### config.mk
export PLATFORM = sky130hd
export DESIGN_NAME = iob_pwm_core
export DESIGN_NICKNAME = d
export VERILOG_FILES = /design/src/rtl/iob_pwm_pkg.sv /design/src/rtl/iob_pwm_presc.sv /design/src/rtl/iob_reg_e.sv /design/src/rtl/iob_pwm_core.sv
export SDC_FILE = /design/constraint.sdc
export NUM_CORES = 1
export LEC_CHECK = 0
export ABC_AREA = 1
export CORE_MARGIN = 2
export CORE_UTILIZATION = 51
export CTS_BUF_LIST = sky130_fd_sc_hd__clkbuf_16
export DETAILED_ROUTE_END_ITERATION = 10
export GPL_TIMING_DRIVEN = 0
export HOLD_SLACK_MARGIN = 0.15
export PLACE_DENSITY_LB_ADDON = 0.3
export SYNTH_ARGS = -nofsm -noshare
export SYNTH_HDL_FRONTEND = slang
export SYNTH_SLANG_ARGS = --single-unit
### constraint.sdc
create_clock -name clk -period 1.9 [get_ports clk]
set_input_delay 0.38 -clock clk [delete_from_list [all_inputs] [get_ports clk]]
set_output_delay 0.38 -clock clk [all_outputs]
set_load 0.01 [all_outputs]
### src/rtl/iob_pwm_pkg.sv
// Shared widths and configuration bundle layout for the PWM core.
// The bundle is packed MSB-first as {presc, period, duty, pol}.
package iob_pwm_pkg;
   localparam int PWM_CNT_W   = 32;
   localparam int PWM_PRESC_W = 16;
   localparam int CFG_W       = PWM_PRESC_W + 2 * PWM_CNT_W + 1;

   typedef struct packed {
      logic [PWM_PRESC_W-1:0] presc;
      logic [PWM_CNT_W-1:0]   period;
      logic [PWM_CNT_W-1:0]   duty;
      logic                   pol;
   } pwm_cfg_t;
endpackage

### src/rtl/iob_pwm_presc.sv
// Clock prescaler: tick every presc_a+1 cycles while enabled.
// restart forces the count back to 0 so a new period starts aligned.
module iob_pwm_presc #(
   parameter int PRESC_W = iob_pwm_pkg::PWM_PRESC_W
) (
   input  logic               clk,
   input  logic               arst_n,
   input  logic               en,
   input  logic               restart,
   input  logic [PRESC_W-1:0] presc_a,
   output logic               tick
);
   logic [PRESC_W-1:0] cnt;

   assign tick = en && (cnt == presc_a);

   always_ff @(posedge clk or negedge arst_n) begin
      if (!arst_n) cnt <= '0;
      else if (!en || restart || tick) cnt <= '0;
      else cnt <= cnt + PRESC_W'(1);
   end
endmodule

### src/rtl/iob_reg_e.sv
// Register with load enable and asynchronous active-low clear.
module iob_reg_e #(
   parameter int W = 1
) (
   input  logic         clk,
   input  logic         arst_n,
   input  logic         en,
   input  logic [W-1:0] d,
   output logic [W-1:0] q
);
   always_ff @(posedge clk or negedge arst_n) begin
      if (!arst_n) q <= '0;
      else if (en) q <= d;
   end
endmodule

### src/rtl/iob_pwm_core.sv
// Single-channel PWM with double-buffered config applied at period boundaries.
// Pending set captured on update_i, moved to the active set at a boundary.
module iob_pwm_core
   import iob_pwm_pkg::*;
#(
   parameter int CNT_W   = PWM_CNT_W,
   parameter int PRESC_W = PWM_PRESC_W
) (
   input  logic               clk,
   input  logic               arst_n,
   input  logic               en_i,
   input  logic               update_i,
   input  logic [PRESC_W-1:0] presc_i,
   input  logic [CNT_W-1:0]   period_i,
   input  logic [CNT_W-1:0]   duty_i,
   input  logic               pol_i,
   output logic               pwm_o,
   output logic               period_end_o,
   output logic               pending_o,
   output logic [CNT_W-1:0]   cnt_o
);
   localparam int CW = PRESC_W + 2 * CNT_W + 1;

   logic [CW-1:0]      cfg_in, cfg_p, cfg_a;
   logic [PRESC_W-1:0] presc_a;
   logic [CNT_W-1:0]   period_a, duty_a, cnt;
   logic               pol_a, pend, tick, boundary, xfer;

   assign cfg_in   = {presc_i, period_i, duty_i, pol_i};
   assign presc_a  = cfg_a[CW-1 -: PRESC_W];
   assign period_a = cfg_a[2*CNT_W -: CNT_W];
   assign duty_a   = cfg_a[CNT_W -: CNT_W];
   assign pol_a    = cfg_a[0];

   assign boundary = tick && (cnt == period_a);
   // When disabled there is no waveform to protect, so apply immediately.
   assign xfer     = pend && (boundary || !en_i);

   iob_reg_e #(.W(CW)) u_cfg_pend (
      .clk(clk), .arst_n(arst_n), .en(update_i), .d(cfg_in), .q(cfg_p)
   );

   iob_reg_e #(.W(CW)) u_cfg_act (
      .clk(clk), .arst_n(arst_n), .en(xfer), .d(cfg_p), .q(cfg_a)
   );

   // A capture in the same cycle as a transfer keeps the flag set.
   iob_reg_e #(.W(1)) u_pend_flag (
      .clk(clk), .arst_n(arst_n), .en(update_i | xfer), .d(update_i), .q(pend)
   );

   iob_pwm_presc #(.PRESC_W(PRESC_W)) u_presc (
      .clk(clk), .arst_n(arst_n), .en(en_i), .restart(xfer),
      .presc_a(presc_a), .tick(tick)
   );

   always_ff @(posedge clk or negedge arst_n) begin
      if (!arst_n) cnt <= '0;
      else if (!en_i || xfer) cnt <= '0;
      else if (tick) cnt <= (cnt == period_a) ? '0 : cnt + CNT_W'(1);
   end

   always_ff @(posedge clk or negedge arst_n) begin
      if (!arst_n) begin
         pwm_o        <= 1'b0;
         period_end_o <= 1'b0;
      end else begin
         pwm_o        <= en_i ? ((cnt < duty_a) ^ pol_a) : pol_a;
         period_end_o <= en_i && boundary;
      end
   end

   assign pending_o = pend;
   assign cnt_o     = cnt;
endmodule

==> out/qor.yml <==
cts:
  clk_path_buf_depth: 3
  cts_htree_levels: 1
  path_clk_slew_ns: 0.06
  clock_sinks: 213
  cts_root_buf: "clkbuf_16"
  cts_buffers: 24
  tritoncts: "done"
  clk_latency_ns: 0.52
pwr:
  p_clk_mw: 5.02
  maxPowerGroup: "sequential cells"
  p_sw_mw: 3.40
  p_per_area_nw_per_um2: 806
  power_frac_seq: 0.428
  vdd_drop_max_mv: 0.618
  p_comb_frac: 0.165
  p_sw_frac: 0.275
  clkPwrFrac: 0.407
  power_mw: 12.3
  p_leak_nw: 7.47
  p_seq_mw: 5.29
  powerComb_mw: 2.03
  p_int_mw: 8.95
grt:
  grt_pass1_wl_um: 50700
  antenna_found_initial: 0
  grt_max_degree: 87
  grt.overflow.total: 0
  grt_pass1_vias: 9973
worst_hold_path:
  worstHoldPathType: "in -> async"
synthesis:
  synth_top_cell_by_area: "dfrtp_1"
  ys_types: 41
  yosys_warnings: 0
  area_leaders: "dfrtp_1 49%, nand2_1 15%, inv_1 7.5%, o21ai_0 4.4%, ha_1 3.8%"
  async_flop_share: 1.00
  yosys_area_um2: 10900
  edf_count: 0
  ys_seq_frac: 0.489
  ys_cells: 1412
  synthCells: 1412
  ys.flop_type: "dfrtp_1"
  syn_area_um2: 10900
  most_common_cell: "nand2_1"
  ys_top_cells_by_count: "431 x nand2_1, 218 x inv_1, 213 x dfrtp_1"
  fp_nets: 1530
  top_cell_area_share: 0.489
  avgSynthCellArea_um2: 7.71
  ys_ff: 213
status:
  outcome: "finished with violations"
  violations: "negative setup slack"
setup_path:
  cp_max_fo: 7
  cp-start-kind: "flip-flop"
  r2r_slack_ns: -0.21
  crit_required_ns: 2.30
  cp.arrival_ns: 2.51
  path_class: "reg -> reg"
  crit_path_end_kind: "flip-flop"
final_timing:
  timing.final.crit_share: 1.11
  final-setup-viol-count: 130
  period_needed_ns: 2.11
  timing.final.ws_setup_ns: -0.211
  hold_viol: 0
  maxSlewViolCount: 0
  worst_pin_slew_ns: 0.724
  fin_worst_skew_ns: 0.0143
  relSlewSlack: 0.517
  max_freq_mhz: 474
  whs_ns: 0.396
  rsz0062_at_grt: "true"
routing:
  ant_nets: 0
  firstDrtPassIters: 5
  routed_via_density: 5.36
  drt_iter0_markers: 796
  drc_errors: 0
place:
  hpwlAfterDp_um: 21600
  post-place-ws_ns: -0.909
  place.gp.congestion: 0.939
  io_buffer_count: 118
layout:
  drive_gt1_frac: 0.236
  fin_nets: 1772
  diodes: 0
  fillers: 1599
  area.growth.synth_to_final_pct: 40.7
flow_run:
  maxCapViolations: 0
  warnings: 28
floorplanning:
  die_h_um: 150
  io_pins: 120
  rows: 53
  core_um2: 21000
  die_area_um2: 22500
  die_width_um: 150
  initCoreUtil: 0.518
registers in the layout, summed over array words and instances, names as in the netlist:
register,cells
u_pend_flag.q,1
u_cfg_act.q,81
cnt_o,32
period_end_o,1
u_presc.cnt,16
u_cfg_pend.q,81
pwm_o,1
layout make-up:
cell class / instances / area (um2) / area share
flip-flops and latches: 213 / 5370 / 0.350
multi-input cells: 924 / 5210 / 0.340
repair buffers: 219 / 2230 / 0.146
inverters: 225 / 850 / 0.0554
clock buffers: 25 / 626 / 0.0408
plain buffers: 47 / 462 / 0.0301
well taps: 275 / 344 / 0.0224
clock inverters: 19 / 230 / 0.0150
worst paths after layout:
path / to / from / cells past startpoint
max in group asynchronous: cnt_o[3] / arst_n / 3
worst max-delay path: u_cfg_act.q[74] / u_cfg_act.q[35] / 13
min in group clk: u_cfg_pend.q[22] / duty_i[21] / 3
worst max register to register: u_cfg_act.q[74] / u_cfg_act.q[35] / 13
worst min-delay path: u_cfg_pend.q[54] / arst_n / 2
worst min register to register: u_presc.cnt[0] / u_presc.cnt[0] / 1
placed cells by master, fill, tap and decap left out, types with 4 or more instances in the layout:
master	count
nand2_1	349
inv_1	211
dfrtp_1	180
o21ai_0	93
clkdlybuf4s50_1	85
buf_4	75
nor2_1	54
nand2_2	49
nand3_1	43
o21ai_2	42
o21ai_1	41
a21oi_1	38
nand2_4	35
dfrtp_2	33
clkbuf_16	31
dlygate4sd2_1	31
ha_1	30
nor3_1	29
nand4_1	29
clkbuf_1	16
nor2_2	16
xor2_1	16
buf_8	13
buf_6	13
inv_2	12
nor2_4	10
buf_12	8
or2_2	7
buf_16	7
clkinv_1	5
bufinv_16	5
nor3_2	4
a31oi_1	4
xnor2_1	4
clkinv_2	4
what timing repair did:
action,4_1_cts,5_1_grt
pin swaps,15,29
buffers inserted,70,16
hold buffers,1,0
endpoints found under the setup margin,223,133
gates resized,189,187
gates cloned,6,6
endpoints found under the hold margin,58,0
worst max-delay path, cell delays in order, from the launching register on:
cell       delay, ns
dfrtp_1         0.43
xor2_1          0.18
nor2_1          0.19
nand2_1         0.10
nor2_2          0.14
nand2_2         0.09
nor2_4          0.10
nand2_2         0.08
nand2_4         0.10
nand2_8         0.11
clkbuf_16       0.20
buf_8           0.14
nand2_2         0.07
o21ai_2         0.06
stage by stage:
step                setup TNS (ns)  instance area [um2]  cells
floorplan                        0                10900   1412
global placement          -1918.53                12400   1805
detailed placement         -141.20                12500   1807
CTS                         -17.38                14400   1927
global route                -32.70                15300   1947
finish                      -22.54                15300   1947
cells by family after synthesis:
group	after synthesis	share of synthesized area
and+or+nand+nor	637	0.242
buffers and inverters	275	0.102
AOI/OAI and AO/OA	232	0.110
DFF	213	0.489
adders and majority gates	33	0.0379
xor gates and xnor gates	22	0.0177
routing by layer:
metal	vias up	global-route usage	share of wire
li1	4939	-	-
met1	5022	0.384	0.41
met2	394	0.483	0.49
met3	75	0.0394	0.067
met4	0	0.102	0.032
met5	-	0	0
Fig. 1: cells colored by class
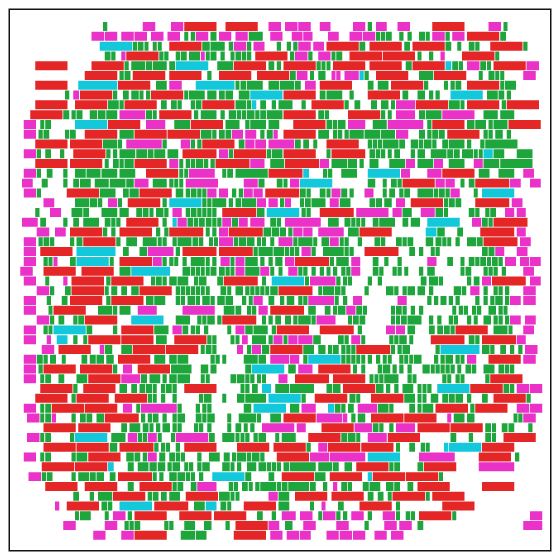
Key: remaining buffers and delay cells = magenta [cells 266]; combinational and other logic = green [cells 1149]; sequential cells = red [cells 213]; clock drivers and dummy loads = cyan [cells 44]

Fig. 2: routed metal, one color a layer
Scale bar: 50 um.
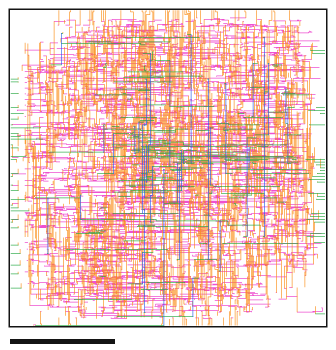
Key: metal 4 = blue [wire length 1080 um]; metal 2 = orange [wire length 16500 um]; metal 1 = magenta [wire length 14000 um]; metal 3 = green [wire length 2250 um]
final wirelength: 33700 um
DR vias: 10400
gr usage total: 0.288

Fig. 3: sequential cells colored by netlist name
Scale bar: 50 um. Other sequential cells in the stronger gray, the rest of the logic in the fainter gray.
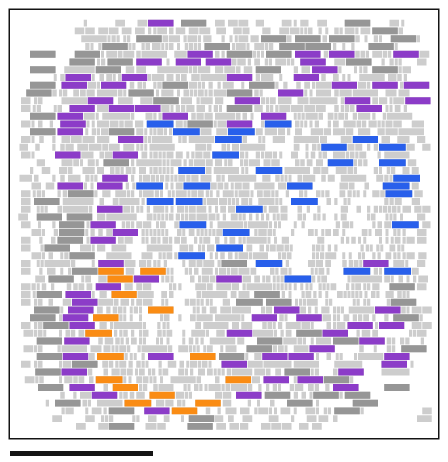
Key: `cnt_o` = blue [placed flops 32]; `u_cfg_act.q` = purple [placed flops 81, where all over the die]; `u_presc.cnt` = orange [placed flops 16]
Another 84 sequential cells are not colored.
fraction of area in registers: 0.350
register area: 5370 um2

Fig. 4: congestion heat map
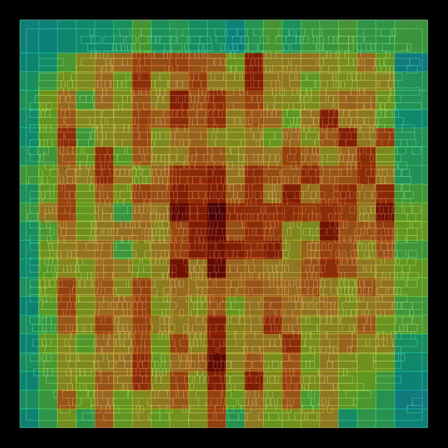
wire per inst: 17.3 um
Layout Utilization: 0.729
met3 usage: 0.0394
gr busiest metal: met2
met2 global-route usage: 0.483

Power figures rest on the tool's default switching activity, not on a simulated workload.
